### src/rtl/butterfly_sequencer_if.sv
// Handshake and RAM-address bundle between the top-level control and the butterfly sequencer.
// The master side is the controller; the slave side is the sequencer.
interface butterfly_sequencer_if #(
    parameter int ADDR_WIDTH = 9
);
    logic                  start;
    logic [ADDR_WIDTH-1:0] base;
    logic [ADDR_WIDTH-1:0] length;
    logic                  hold;
    logic                  busy;
    logic                  done;
    logic                  error;
    logic [ADDR_WIDTH-1:0] address_a;
    logic [ADDR_WIDTH-1:0] address_b;
    logic [3:0]            wren;
    logic [ADDR_WIDTH-1:0] count;

    modport master (
        output start, base, length, hold,
        input  busy, done, error, address_a, address_b, wren, count
    );

    modport slave (
        input  start, base, length, hold,
        output busy, done, error, address_a, address_b, wren, count
    );
endinterface

### src/rtl/butterfly_sequencer.sv
// Walks a range of butterfly pairs over two dual-port RAM banks: read, wait out the RAM
// latency, then write sum/difference back in place through all four write ports.
module butterfly_sequencer #(
    parameter int ADDR_WIDTH  = 9,
    parameter int HALF_OFFSET = 256,
    parameter int RD_LATENCY  = 1
) (
    input  logic                 clk,
    input  logic                 rst,
    butterfly_sequencer_if.slave bus
);
    typedef enum logic [2:0] {
        IDLE,
        READ,
        WAIT,
        WRITE,
        FINISH
    } state_t;

    localparam int              LW        = ADDR_WIDTH + 1;
    localparam logic [LW-1:0]   HALF_W    = LW'(HALF_OFFSET);
    localparam logic [1:0]      WAIT_LOAD = (RD_LATENCY > 1) ? 2'(RD_LATENCY - 2) : 2'd0;

    state_t                state_reg, state_next;
    logic [ADDR_WIDTH-1:0] addr_reg, addr_next;
    logic [ADDR_WIDTH-1:0] count_reg, count_next;
    logic [ADDR_WIDTH-1:0] len_reg, len_next;
    logic [1:0]            wait_reg, wait_next;
    logic [3:0]            wren_reg, wren_next;
    logic                  busy_reg, busy_next;
    logic                  done_reg, done_next;
    logic                  error_reg, error_next;

    logic [LW-1:0]         base_w;
    logic [LW-1:0]         length_w;
    logic [LW-1:0]         room;
    logic [ADDR_WIDTH-1:0] eff_len;
    logic [ADDR_WIDTH-1:0] count_inc;

    // Clamp the requested run so port A never leaves the lower half.
    always_comb begin
        base_w   = LW'(bus.base);
        length_w = LW'(bus.length);
        room     = '0;
        eff_len  = '0;
        if (base_w < HALF_W) begin
            room    = HALF_W - base_w;
            eff_len = (length_w < room) ? bus.length : room[ADDR_WIDTH-1:0];
        end
    end

    assign count_inc = count_reg + 1'b1;

    always_ff @(posedge clk or posedge rst) begin
        if (rst) begin
            state_reg <= IDLE;
            addr_reg  <= '0;
            count_reg <= '0;
            len_reg   <= '0;
            wait_reg  <= '0;
            wren_reg  <= '0;
            busy_reg  <= 1'b0;
            done_reg  <= 1'b0;
            error_reg <= 1'b0;
        end else begin
            state_reg <= state_next;
            addr_reg  <= addr_next;
            count_reg <= count_next;
            len_reg   <= len_next;
            wait_reg  <= wait_next;
            wren_reg  <= wren_next;
            busy_reg  <= busy_next;
            done_reg  <= done_next;
            error_reg <= error_next;
        end
    end

    always_comb begin
        state_next = state_reg;
        addr_next  = addr_reg;
        count_next = count_reg;
        len_next   = len_reg;
        wait_next  = wait_reg;
        wren_next  = 4'b0000;
        busy_next  = busy_reg;
        done_next  = 1'b0;
        error_next = error_reg;

        case (state_reg)
            IDLE: begin
                if (bus.start) begin
                    error_next = (LW'(eff_len) != length_w);
                    count_next = '0;
                    len_next   = eff_len;
                    if (eff_len == '0) begin
                        state_next = FINISH;
                        done_next  = 1'b1;
                    end else begin
                        addr_next  = bus.base;
                        busy_next  = 1'b1;
                        state_next = READ;
                    end
                end
            end
            READ: begin
                if (!bus.hold) begin
                    if (RD_LATENCY == 1) begin
                        wren_next  = 4'b1111;
                        state_next = WRITE;
                    end else begin
                        wait_next  = WAIT_LOAD;
                        state_next = WAIT;
                    end
                end
            end
            WAIT: begin
                if (wait_reg == 2'd0) begin
                    wren_next  = 4'b1111;
                    state_next = WRITE;
                end else begin
                    wait_next = wait_reg - 2'd1;
                end
            end
            WRITE: begin
                count_next = count_inc;
                if (count_inc == len_reg) begin
                    busy_next  = 1'b0;
                    done_next  = 1'b1;
                    state_next = FINISH;
                end else begin
                    addr_next  = addr_reg + 1'b1;
                    state_next = READ;
                end
            end
            FINISH: begin
                busy_next  = 1'b0;
                state_next = IDLE;
            end
            default: state_next = IDLE;
        endcase
    end

    assign bus.address_a = addr_reg;
    assign bus.address_b = addr_reg + ADDR_WIDTH'(HALF_OFFSET);
    assign bus.wren      = wren_reg;
    assign bus.busy      = busy_reg;
    assign bus.done      = done_reg;
    assign bus.error     = error_reg;
    assign bus.count     = count_reg;
endmodule

### src/flat_wrapper.sv
// flat-port wrapper written by rule: the top's interface ports become plain ports
module butterfly_sequencer_flat 
#(
    parameter int ADDR_WIDTH  = 9,
    parameter int HALF_OFFSET = 256,
    parameter int RD_LATENCY  = 1
)
  (clk, rst, bus_start, bus_base, bus_length, bus_hold, bus_busy, bus_done, bus_error, bus_address_a, bus_address_b, bus_wren, bus_count);
  butterfly_sequencer_if #(.ADDR_WIDTH(ADDR_WIDTH)) bus_i ();
  input  logic clk;
  input  logic rst;
  input wire logic [$bits(bus_i.start)-1:0] bus_start;
  input wire logic [$bits(bus_i.base)-1:0] bus_base;
  input wire logic [$bits(bus_i.length)-1:0] bus_length;
  input wire logic [$bits(bus_i.hold)-1:0] bus_hold;
  output wire logic [$bits(bus_i.busy)-1:0] bus_busy;
  output wire logic [$bits(bus_i.done)-1:0] bus_done;
  output wire logic [$bits(bus_i.error)-1:0] bus_error;
  output wire logic [$bits(bus_i.address_a)-1:0] bus_address_a;
  output wire logic [$bits(bus_i.address_b)-1:0] bus_address_b;
  output wire logic [$bits(bus_i.wren)-1:0] bus_wren;
  output wire logic [$bits(bus_i.count)-1:0] bus_count;
  assign bus_i.start = bus_start;
  assign bus_i.base = bus_base;
  assign bus_i.length = bus_length;
  assign bus_i.hold = bus_hold;
  assign bus_busy = bus_i.busy;
  assign bus_done = bus_i.done;
  assign bus_error = bus_i.error;
  assign bus_address_a = bus_i.address_a;
  assign bus_address_b = bus_i.address_b;
  assign bus_wren = bus_i.wren;
  assign bus_count = bus_i.count;
  butterfly_sequencer #(.ADDR_WIDTH(ADDR_WIDTH), .HALF_OFFSET(HALF_OFFSET), .RD_LATENCY(RD_LATENCY)) u_core (.clk(clk), .rst(rst), .bus(bus_i));
endmodule
### config.mk
export PLATFORM = sky130hd
export DESIGN_NAME = butterfly_sequencer_flat
export DESIGN_NICKNAME = d
export VERILOG_FILES = /design/src/rtl/butterfly_sequencer_if.sv /design/src/rtl/butterfly_sequencer.sv /design/src/flat_wrapper.sv
export SDC_FILE = /design/constraint.sdc
export NUM_CORES = 1
export LEC_CHECK = 0
export CAP_MARGIN = 15
export CELL_PAD_IN_SITES_DETAIL_PLACEMENT = 0
export CELL_PAD_IN_SITES_GLOBAL_PLACEMENT = 2
export CORE_MARGIN = 8
export CORE_UTILIZATION = 30
export CTS_CLUSTER_SIZE = 20
export DETAILED_ROUTE_END_ITERATION = 10
export PLACE_DENSITY_LB_ADDON = 0.1
export SYNTH_ARGS = -nofsm -noshare
export SYNTH_HDL_FRONTEND = slang
export SYNTH_SLANG_ARGS = --single-unit
### constraint.sdc
create_clock -name clk -period 5.7 [get_ports clk]
set_clock_uncertainty 0.1 [all_clocks]
set_input_delay 0.57 -clock clk [delete_from_list [all_inputs] [get_ports clk]]
set_output_delay 0.57 -clock clk [all_outputs]
set_load 0.005 [all_outputs]
Routing congestion map:
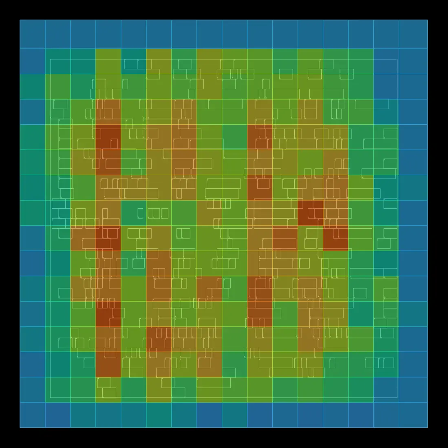
grt met1 use: 16.09%
met2 usage: 21.41%
Core Util, Final: 38.69%
total track usage: 12.83%
met3 usage: 3.274%

Signal wires by layer:
Only two layers are drawn.
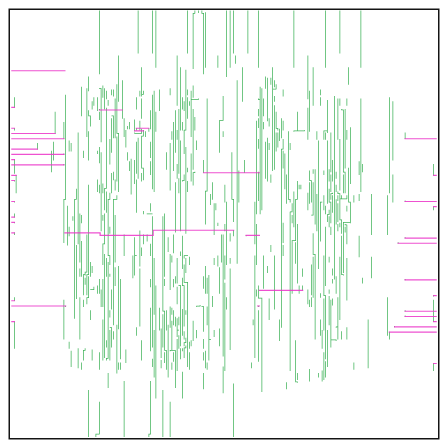
Key: metal 3 = magenta [wire length 266 µm]; metal 2 = green [wire length 3830 µm]

==> GITHUB_STEP_SUMMARY <==
### Yosys + OpenROAD results

| Metric | Value |
|---|---|
| # hold bufs at CTS | `0` |
| Clock Root Buffer | `clkbuf_8` |
| ANT nets after route | `0` |
| Seq pwr share | `roughly 34%` |
| Crit Path Max Fanout | `12` |
| Initial antenna violation count | `0` |
| Max-slew violation count | `0` |
| Main synth FF type | `dfrtp_1` |
| Global route hottest layer | `met2` |
| I/O Pins | `approximately 56` |
| CP startpoint | `bus_base[0]` |
| Layout Area Growth over Synthesis | `24.31%` |
| DR iter-0 viols | `~100` |
| Gate power share | `approximately half` |
| Latency at later pin | `roughly 0.29 ns` |
| P_sw | `between 0.5 and 0.6 mW` |
| M1 WL | `about 3.9 mm` |
| Grt ovf | `0` |
| Setup crit end kind | `flop` |
| R2r setup slk | `around 2.5 ns` |
| Die height | `about 110 µm` |
| Cycle use final | `about three quarters` |
| Post-Place Setup Slack | `around 1.2 ns` |
| Mean Syn Cell Area | `around 8.4 µm²` |
| Gp weighted congestion | `0.8243` |
| Pin slew with the least headroom to its limit | `around 0.78 ns` |
| Post-CTS sizing | `0` |
| R2r endpoint | `u_core.bus.address_a[3]` |
| CTS tree | `yes` |
| Htree depth | `2` |
| CP arrival | `roughly 4.3 ns` |
| Hpwl dp | `around 6 mm` |
| Most common logic cell in the routed design | `clkdlybuf4s50_1` |
| Cell Pwr Density | `a little over 400 nW/µm²` |
| Tool warning count | `26` |
| Crit path DRT | `5.84 ns` |
| Clk sinks | `36` |
| Total number of vias | `between 2000 and 2500` |
| Synth Instances | `approximately 320` |
| Outcome | `finished clean` |
| Setup bufs post-CTS | `0` |
| VDD IR max | `0.1965 mV` |
| Startpoint Class | `input port` |
| Largest net degree at the start of global routing | `37` |
M1 wires:
Scale bar: 20 µm. Supply wires on this layer in grey. Cells faint in the background.
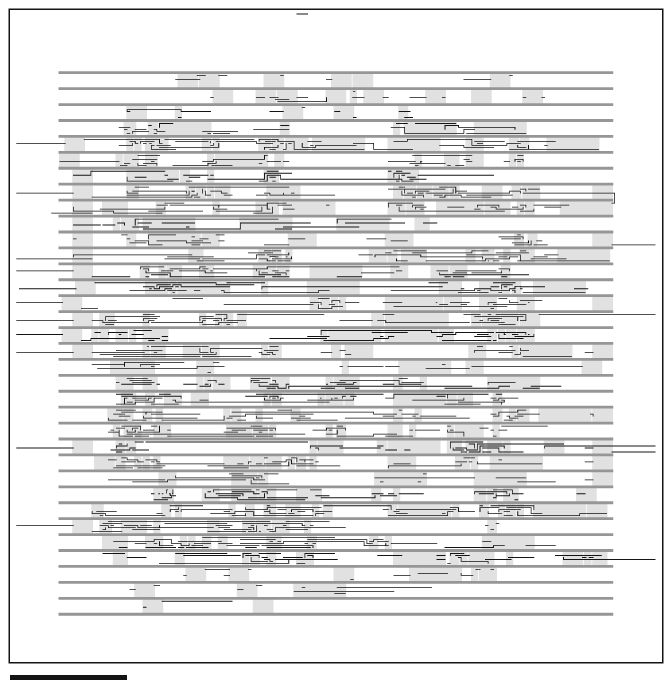
The layer holds 48% of the routed length. 362 nets have wire on it. The wires run mostly horizontal. The longest straight run is 31.3 µm.

[metrics by stage]
step                      hold WS (ns)  power [mW]  cell area, µm²
final                           0.4008       1.379            3391
after global routing            0.4311       1.493            3391
after CTS                       0.4034       1.404            3391
after detailed placement        0.3888       1.166            3279
after global placement          0.3731       1.169            3279
after floorplan                 0.3606      0.9002            2728
[synthesized netlist by cell type (all sizes together) (3+ instances only)]
cell type	number	area share [%]
a211o	3	0.96
a211oi	4	1.1
a21o	3	0.87
a21oi	23	4.2
a22oi	4	1.1
a31oi	5	1.1
and3	4	1.0
buf	17	4.4
clkbuf	8	1.1
dfrtp	36	33
ha	13	6.0
inv	14	1.9
nand2	34	4.7
nand2b	3	0.69
nand3	14	2.6
nand3b	3	0.83
nor2	29	4.0
nor3	8	1.5
nor3b	3	0.83
o211ai	3	0.83
o21ai	26	4.8
o221a	4	1.7
o22ai	4	0.92
o31ai	3	0.83
o41ai	3	0.96
xnor2	9	2.9
xor2	7	2.2
[power by group through the flow]
stage	sequential [mW]	clock (mW)	combinational (mW)
CTS	0.473	0.239	0.692
detailed placement	0.478	0	0.688
global route	0.488	0.246	0.759
finish	0.469	0.230	0.680
global placement	0.478	0	0.690
floorplan	0.437	0	0.464
[final cells by class]
type / instances / area [µm²]
repair buffers: 57 / 565.5
inverters: 14 / 52.55
clock inverters: 3 / 42.54
multi-input cells: 248 / 1625
well taps: 108 / 135.1
flip-flops and latches: 36 / 900.9
fillers: 918 / 5373
clock buffers: 5 / 68.82
[cells by family (layout without fill, tap and decap cells)]
kind of cell	Yosys count	after routing	synth area share [%]
adder cells (fa/ha/maj)	13	13	5.963
buffers and inverters	39	79	7.385
flip-flops	36	36	33.03
XOR/XNOR	18	18	6.973
AND-OR/OR-AND	103	103	25.46
AND/OR/NAND/NOR	114	114	21.19
Power is estimated from default activity; no workload was simulated.
